Fig. 1: run 1, where the registers sit
Other sequential cells in the stronger gray, the rest of the logic in the fainter gray.
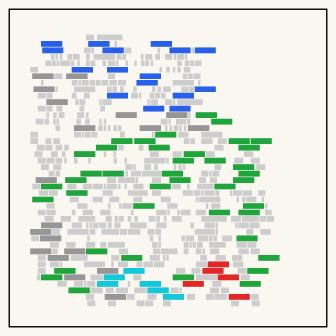
Fig. 2: run 1, metal 3
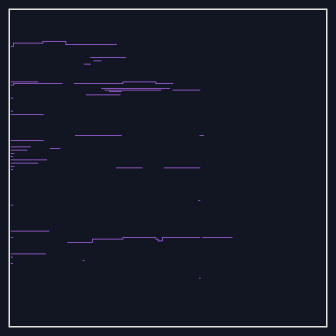
Fig. 3: run 1, routed metal per tile
The die is cut into 26 by 26 equal tiles; black is low, pale yellow is high, scaled to the fullest tile. Values are wire area over tile area, all layers added.
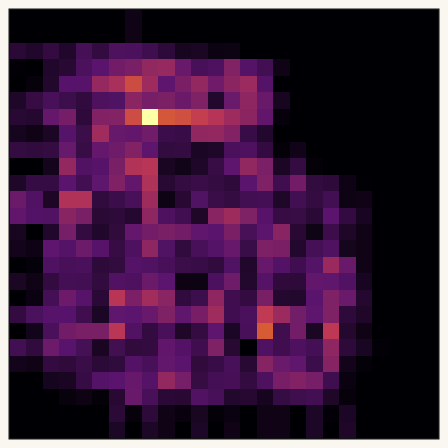
===== config.mk =====
export PLATFORM = sky130hd
export DESIGN_NAME = uart_cmd_ctrl
export DESIGN_NICKNAME = d
export VERILOG_FILES = /design/src/rtl/uart_cmd_pkg.sv /design/src/rtl/dec2_to_bin.sv /design/src/rtl/uart_cmd_ctrl.sv
export SDC_FILE = /design/constraint.sdc
export NUM_CORES = 1
export LEC_CHECK = 0
export CAP_MARGIN = 20
export CELL_PAD_IN_SITES_DETAIL_PLACEMENT = 0
export CELL_PAD_IN_SITES_GLOBAL_PLACEMENT = 2
export CORE_MARGIN = 8
export CORE_UTILIZATION = 36
export CTS_CLUSTER_DIAMETER = 120
export DETAILED_ROUTE_END_ITERATION = 12
export PLACE_DENSITY = 0.79
export SLEW_MARGIN = 20
export SYNTH_ARGS = -nofsm -noshare
export SYNTH_HDL_FRONTEND = slang
export SYNTH_SLANG_ARGS = --single-unit

===== constraint.sdc =====
create_clock -name clk -period 3.8 [get_ports clk]
set_input_delay 0.76 -clock clk [delete_from_list [all_inputs] [get_ports clk]]
set_output_delay 0.76 -clock clk [all_outputs]
set_load 0.05 [all_outputs]

===== src/rtl/uart_cmd_pkg.sv =====
// Shared definitions for the UART time/alarm command parser:
// state encoding, ASCII constants and error codes.
package uart_cmd_pkg;

  typedef enum logic [2:0] {
    IDLE,
    COLLECT,
    TERM,
    CHECK,
    REQ,
    ERR
  } state_t;

  localparam logic [7:0] CH_T  = 8'h54;
  localparam logic [7:0] CH_A  = 8'h41;
  localparam logic [7:0] CH_0  = 8'h30;
  localparam logic [7:0] CH_9  = 8'h39;
  localparam logic [7:0] CH_CR = 8'h0D;

  localparam logic [1:0] E_CHAR    = 2'd1;
  localparam logic [1:0] E_RANGE   = 2'd2;
  localparam logic [1:0] E_TIMEOUT = 2'd3;

  function automatic logic is_digit(input logic [7:0] b);
    return (b >= CH_0) && (b <= CH_9);
  endfunction

endpackage


===== src/rtl/dec2_to_bin.sv =====
// Two ASCII decimal digits (tens, units) to a 7-bit binary value.
// Inputs are already validated as '0'..'9', so the result is 0..99.
module dec2_to_bin
  import uart_cmd_pkg::*;
(
  input  logic [7:0] hi,
  input  logic [7:0] lo,
  output logic [6:0] val
);

  assign val = 7'((hi - CH_0) * 8'd10 + (lo - CH_0));

endmodule


===== src/rtl/uart_cmd_ctrl.sv =====
// Parses "T/A hhmmss CR" frames from a UART byte stream and issues
// a held set request to the clock core, with char/range/timeout errors.
module uart_cmd_ctrl
  import uart_cmd_pkg::*;
#(
  parameter int TIMEOUT_CYC = 50000
) (
  input  logic       clk,
  input  logic       reset,
  input  logic [7:0] rx_byte,
  input  logic       rx_valid,
  input  logic       set_ack,
  output logic       set_req,
  output logic       set_target,
  output logic [4:0] set_hh,
  output logic [5:0] set_mm,
  output logic [5:0] set_ss,
  output logic       done,
  output logic       err,
  output logic [1:0] err_code,
  output logic       busy
);

  localparam int CW = $clog2(TIMEOUT_CYC + 1);
  localparam logic [CW-1:0] LIM = CW'(TIMEOUT_CYC - 1);

  state_t        state;
  logic          tgt;
  logic [47:0]   digs;
  logic [2:0]    idx;
  logic [CW-1:0] cnt;
  logic [6:0]    hh;
  logic [6:0]    mm;
  logic [6:0]    ss;

  dec2_to_bin u_hh (.hi(digs[47:40]), .lo(digs[39:32]), .val(hh));
  dec2_to_bin u_mm (.hi(digs[31:24]), .lo(digs[23:16]), .val(mm));
  dec2_to_bin u_ss (.hi(digs[15:8]),  .lo(digs[7:0]),   .val(ss));

  assign busy = (state != IDLE);

  always_ff @(posedge clk or posedge reset) begin
    if (reset) begin
      state      <= IDLE;
      tgt        <= 1'b0;
      digs       <= '0;
      idx        <= '0;
      cnt        <= '0;
      set_req    <= 1'b0;
      set_target <= 1'b0;
      set_hh     <= '0;
      set_mm     <= '0;
      set_ss     <= '0;
      done       <= 1'b0;
      err        <= 1'b0;
      err_code   <= '0;
    end else begin
      done <= 1'b0;
      err  <= 1'b0;
      unique case (state)
        IDLE: begin
          if (rx_valid && (rx_byte == CH_T || rx_byte == CH_A)) begin
            state <= COLLECT;
            tgt   <= (rx_byte == CH_A);
            idx   <= '0;
            cnt   <= '0;
          end
        end
        COLLECT: begin
          // An arriving byte always beats a same-cycle timeout.
          if (rx_valid) begin
            cnt <= '0;
            if (is_digit(rx_byte)) begin
              digs <= {digs[39:0], rx_byte};
              idx  <= idx + 3'd1;
              if (idx == 3'd5) state <= TERM;
            end else begin
              state    <= ERR;
              err      <= 1'b1;
              err_code <= E_CHAR;
            end
          end else if (cnt == LIM) begin
            state    <= ERR;
            err      <= 1'b1;
            err_code <= E_TIMEOUT;
          end else begin
            cnt <= cnt + CW'(1);
          end
        end
        TERM: begin
          if (rx_valid) begin
            cnt <= '0;
            if (rx_byte == CH_CR) begin
              state <= CHECK;
            end else begin
              state    <= ERR;
              err      <= 1'b1;
              err_code <= E_CHAR;
            end
          end else if (cnt == LIM) begin
            state    <= ERR;
            err      <= 1'b1;
            err_code <= E_TIMEOUT;
          end else begin
            cnt <= cnt + CW'(1);
          end
        end
        CHECK: begin
          if (hh > 7'd23 || mm > 7'd59 || ss > 7'd59) begin
            state    <= ERR;
            err      <= 1'b1;
            err_code <= E_RANGE;
          end else begin
            set_hh     <= hh[4:0];
            set_mm     <= mm[5:0];
            set_ss     <= ss[5:0];
            set_target <= tgt;
            set_req    <= 1'b1;
            state      <= REQ;
          end
        end
        REQ: begin
          if (set_ack) begin
            set_req <= 1'b0;
            done    <= 1'b1;
            state   <= IDLE;
          end
        end
        ERR: state <= IDLE;
        default: state <= IDLE;
      endcase
    end
  end

endmodule


==> impl_metrics.yaml, run 1 <==
# flow metrics
logic_synthesis:
  synthAdderAreaFrac_pct: 13.2
  yosys_cells: 430
  ys_top_cells_by_count: "dfrtp_1 (87), inv_1 (46), ha_1 (42)"
  ys_seq_elements: 87
pwr:
  p_int_uw: 1760
finish:
  seq_cells: 87
  diodes: 0
  comb_cells: 286
  final_cells: 654
  clkbuf_count: 11
clock_network:
  clockRootBuffer: "clkbuf_16"
  htree_levels: 3
worst_setup_path:
  reg2regPathDepth: 11
  crit_required_ns: 4.03
  end_kind: "register"
route:
  wl_met1_um: 4620
  top_layer: "met4"
final_timing:
  worstMarginPinSlew_ns: 0.785
  period_used_pct: 95.6
place:
  portBuffers: 35
floorplanning:
  rows: 42
  num_io_pins: 36
status:
  status: "completed"
-- Fig. 1 (at the start) --
set_mm: marked cyan, flops 6, where south. cnt: marked blue, flops 16. digs: marked green, flops 41. set_hh: marked red, flops 5.
Another 19 sequential cells are not colored.
register area: 2180 µm²
sequential share of cell area: 37.2%
Seq power: 998 µW

-- Fig. 2 (at the start) --
31 nets have wire on it. The wires run mostly horizontal. The longest straight run is 28.5 µm. The layer holds 4.7% of the routed length.
DR vias: 3183
WL final: 9680 µm

-- Fig. 3 (at the start) --
1.3% of the tiles are over half the peak. The emptiest ninth of the die: north-east. The mean over all tiles is 0.086. 35% of the tiles are nearly empty. The fullest tile reaches 0.64.
WL/cell: 14.8 µm
Total GRT Usage: 12.2%

## run 1: cell usage in the layout, fill, tap and decap left out, types with 3 or more instances in the layout
master            n
a21o_1            5
a21oi_1           9
and2_1            3
and3_1            6
buf_4             6
bufinv_16         3
clkbuf_16         9
clkdlybuf4s50_1  35
dfrtp_1          87
fa_1              6
ha_1             42
inv_1            45
mux2_2           41
mux2_4            5
mux2i_1           5
nand2_1          18
nand2b_1          7
nand3_1          13
nand3b_1          4
nand4_1           8
nor2_1           24
nor3_1            4
nor4b_1           3
o21ai_0          13
xnor2_1          16
xor2_1           17
## run 1: registers in the layout (all words and copies together), names as in the netlist, 2 cells and up
register / flops
digs: 41
set_mm: 6
state: 3
err_code: 2
cnt: 16
idx: 3
set_ss: 6
set_hh: 5
Fig. 4: run 1, nets reached from selected ports
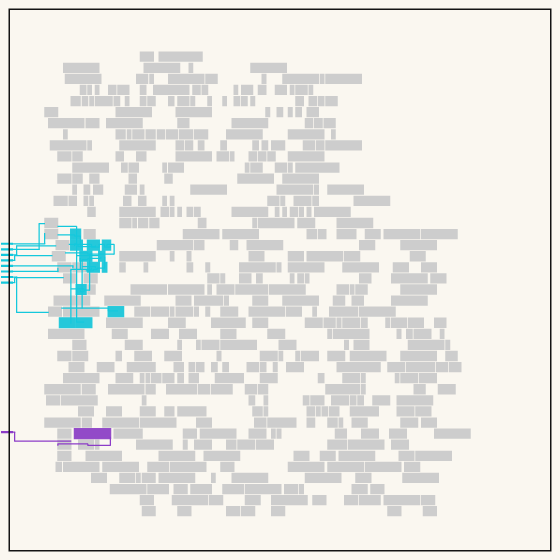

==> run 1 -> run 2 <==
- SLEW_MARGIN: 20 -> unset
Fig. 5: run 2, nets reached from selected ports
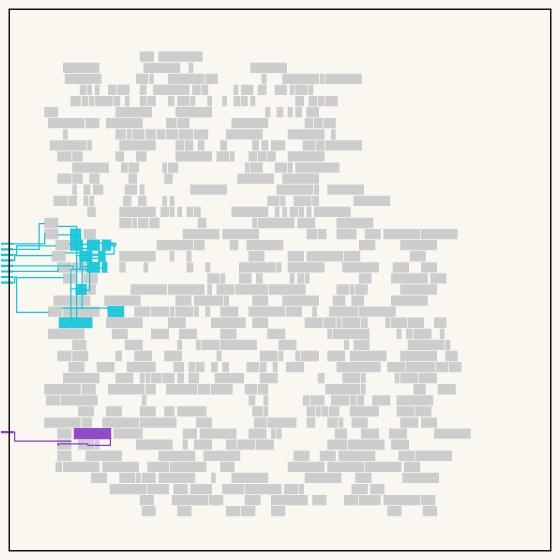
set_req: marked purple, bits 1, direction output, edge west, end cells 1, buffers 1, wire 32.3 µm. rx_byte: marked cyan, bits 8, direction input, edge west, end cells 12, buffers 8, wire 270 µm.
top-level I/O count: 36
port bufs: 35

Fig. 6: run 2, routed metal per tile
The die is cut into 26 by 26 equal tiles; black is low, pale yellow is high, scaled to the fullest tile. Values are wire area over tile area, all layers added.
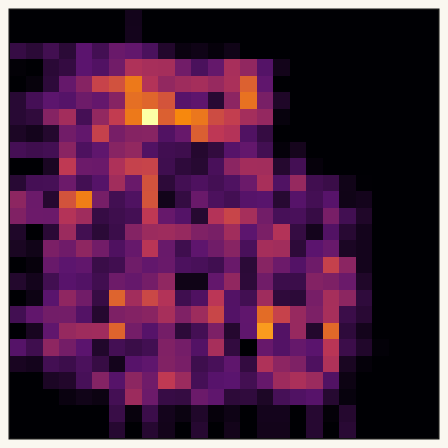
DR vias: 3190
WL/cell: 14.8 µm
WL final: 9690 µm

Fig. 7: run 2, metal 3
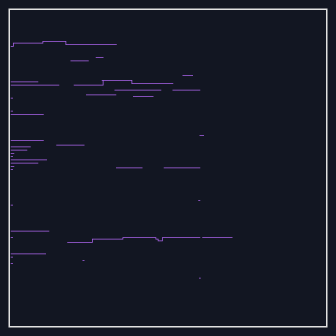
29 nets have wire on it. The layer holds 4.2% of the routed length. The longest straight run is 21.2 µm. The wires run mostly horizontal. The layer carries 408 µm of wire.
met3 GRT Util: 3.60%

==> impl_metrics.yaml, run 2 <==
# flow metrics
status:
  status: "completed"
route:
  wl_met1_um: 4660
  route.met3.wl_um: 407
  top_layer: "met4"
final_timing:
  hold_slack_ns: 0.472
  period_used_pct: 95.6
  skew_ns: 0.00555
  worstMarginPinSlew_ns: 0.772
grt:
  track_usage_pct: 12.2
  first_global_vias: 3483
clock_network:
  clockRootBuffer: "clkbuf_16"
  clk_latency_ns: 0.35
  htree_levels: 3
  cts_hold_buf: 0
finish:
  comb_cells: 286
  largest_register: "digs"
  sh_seq_area_pct: 37.2
  largest_register_ffs: 41
  lay_top_count: "dfrtp_1"
  seqCellArea_um2: 2180
  logic_area_um2: 2490
  seq_cells: 87
  top_regs: "digs (41), cnt (16)"
  clkbuf_count: 11
  final_cells: 655
  mostFrequentLayoutCells: "dfrtp_1 (87), inv_1 (45), ha_1 (42)"
floorplanning:
  rows: 42
  num_tap_cells: 176
logic_synthesis:
  ys_top_cells_by_count: "dfrtp_1 (87), inv_1 (46), ha_1 (42)"
  yosys_cells: 430
  ys_seq_elements: 87
  yosysTopAreaCell: "dfrtp_1"
run:
  drv_cap: 0
worst_setup_path:
  end_kind: "register"
  crit_required_ns: 4.03
pwr:
  seq_power_uw: 998
  clk-power_uw: 1050
==> run 2: cell counts after synthesis <==
Identical to the previous run, type by type.
==> run 2: how the worst max path moves through the flow <==
stage                     slack, ns      from        end
after floorplan                0.17  digs[41]  set_hh[4]
after global placement         0.22  digs[41]  set_hh[3]
after detailed placement       0.17  digs[41]  set_hh[1]
after CTS                      0.16  digs[41]  set_hh[1]
after global routing          0.009  digs[41]  set_hh[1]
final                          0.17  digs[41]  set_hh[1]
==> run 2: cells by family after synthesis <==
group	synth area share, %
adders and majority gates	13.2
DFF	44.6
muxes	12.0
AOI/OAI and AO/OA	5.63
buffers and inverters	4.74
xor gates and xnor gates	7.32
and+or+nand+nor	12.5
==> run 2 -> run 3 <==
- MAX_ROUTING_LAYER: unset -> met4
Fig. 8: run 3, metal 3
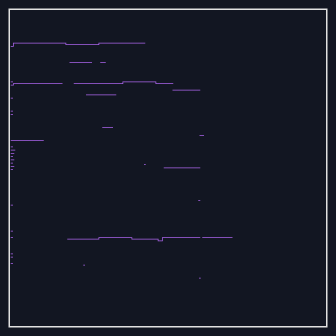
DR vias: 3191
met3 GRT Util: 3.14%
WL final: 9710 µm

Fig. 9: run 3, nets reached from selected ports
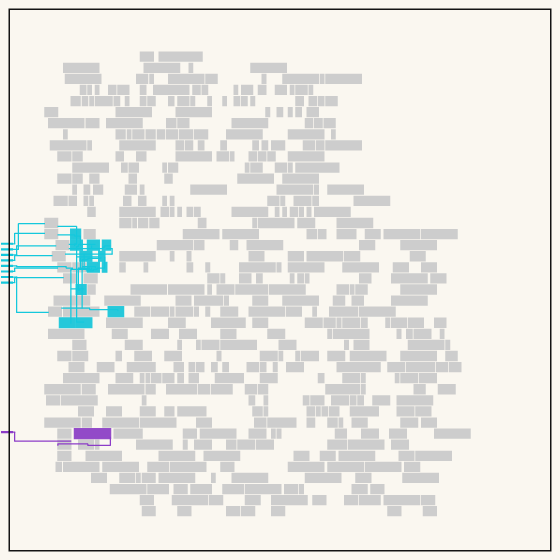
set_req: marked purple, bits 1, direction output, edge west, end cells 1, buffers 1, wire 32.3 µm. rx_byte: marked cyan, bits 8, direction input, edge west, end cells 12, buffers 8, wire 265 µm.

==> impl_metrics.yaml, run 3 <==
# flow metrics
finish:
  largest_register_ffs: 41
  diodes: 0
  top_regs: "digs (41), cnt (16)"
  final_cells: 655
  largest_register: "digs"
place:
  portBuffers: 35
logic_synthesis:
  synthAdderAreaFrac_pct: 13.2
  ys_sh_xor_pct: 7.32
  yosys_cells: 430
  synth-simple-area-share_pct: 12.5
  yosysTopAreaCell: "dfrtp_1"
  topCombFamilyByArea: "adder cells"
  mux_share_pct: 12.0
  ys_sh_aoi_pct: 5.63
  ys_top_cells_by_count: "dfrtp_1 (87), inv_1 (46), ha_1 (42)"
final_timing:
  worstMarginPinSlew_ns: 0.780
  period_used_pct: 95.5
  skew_ns: 0.00441
  hold_slack_ns: 0.469
clock_network:
  cts_tree: "yes"
  clk_latency_ns: 0.34
  htree_levels: 3
  cts_hold_buf: 0
worst_setup_path:
  end_kind: "register"
pwr:
  seq_power_uw: 999
  clk-power_uw: 1040
  p_int_uw: 1760
route:
  route.met3.wl_um: 279
  wl_met1_um: 4840
grt:
  first_global_vias: 3488
run:
  drv_cap: 0
status:
  status: "completed"
floorplanning:
  rows: 42
  num_io_pins: 36
Fig. 10: run 3, routed metal per tile
The die is cut into 26 by 26 equal tiles; black is low, pale yellow is high, scaled to the fullest tile. Values are wire area over tile area, all layers added.
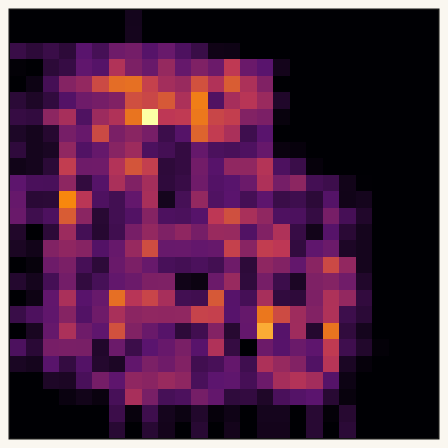
WL/cell: 14.8 µm
Total GRT Usage: 12.5%

==> run 3: cell counts after synthesis <==
No cell type changed its count.
==> run 3: worst paths after layout <==
check	start	to	slack, ns	cells after the start
min in group asynchronous	reset	digs[8]	0.85	2
worst min register to register	digs[4]	digs[4]	0.47	2
worst max register to register	digs[41]	set_hh[1]	0.17	11
worst max-delay path	digs[41]	set_hh[1]	0.17	11
max in group asynchronous	reset	digs[27]	2.25	3
worst min-delay path	digs[4]	digs[4]	0.47	2
==> run 3: layout make-up <==
class / instances / area (µm²) / share of cell area [%]
Timing Repair Buffer: 44 / 443 / 7.56
Clock inverter: 5 / 104 / 1.77
Tap cell: 176 / 220 / 3.76
Sequential cell: 87 / 2180 / 37.2
Inverter: 46 / 174 / 2.97
Multi-Input combinational cell: 286 / 2490 / 42.4
Clock buffer: 11 / 253 / 4.32
Power is estimated from default activity; no workload was simulated.
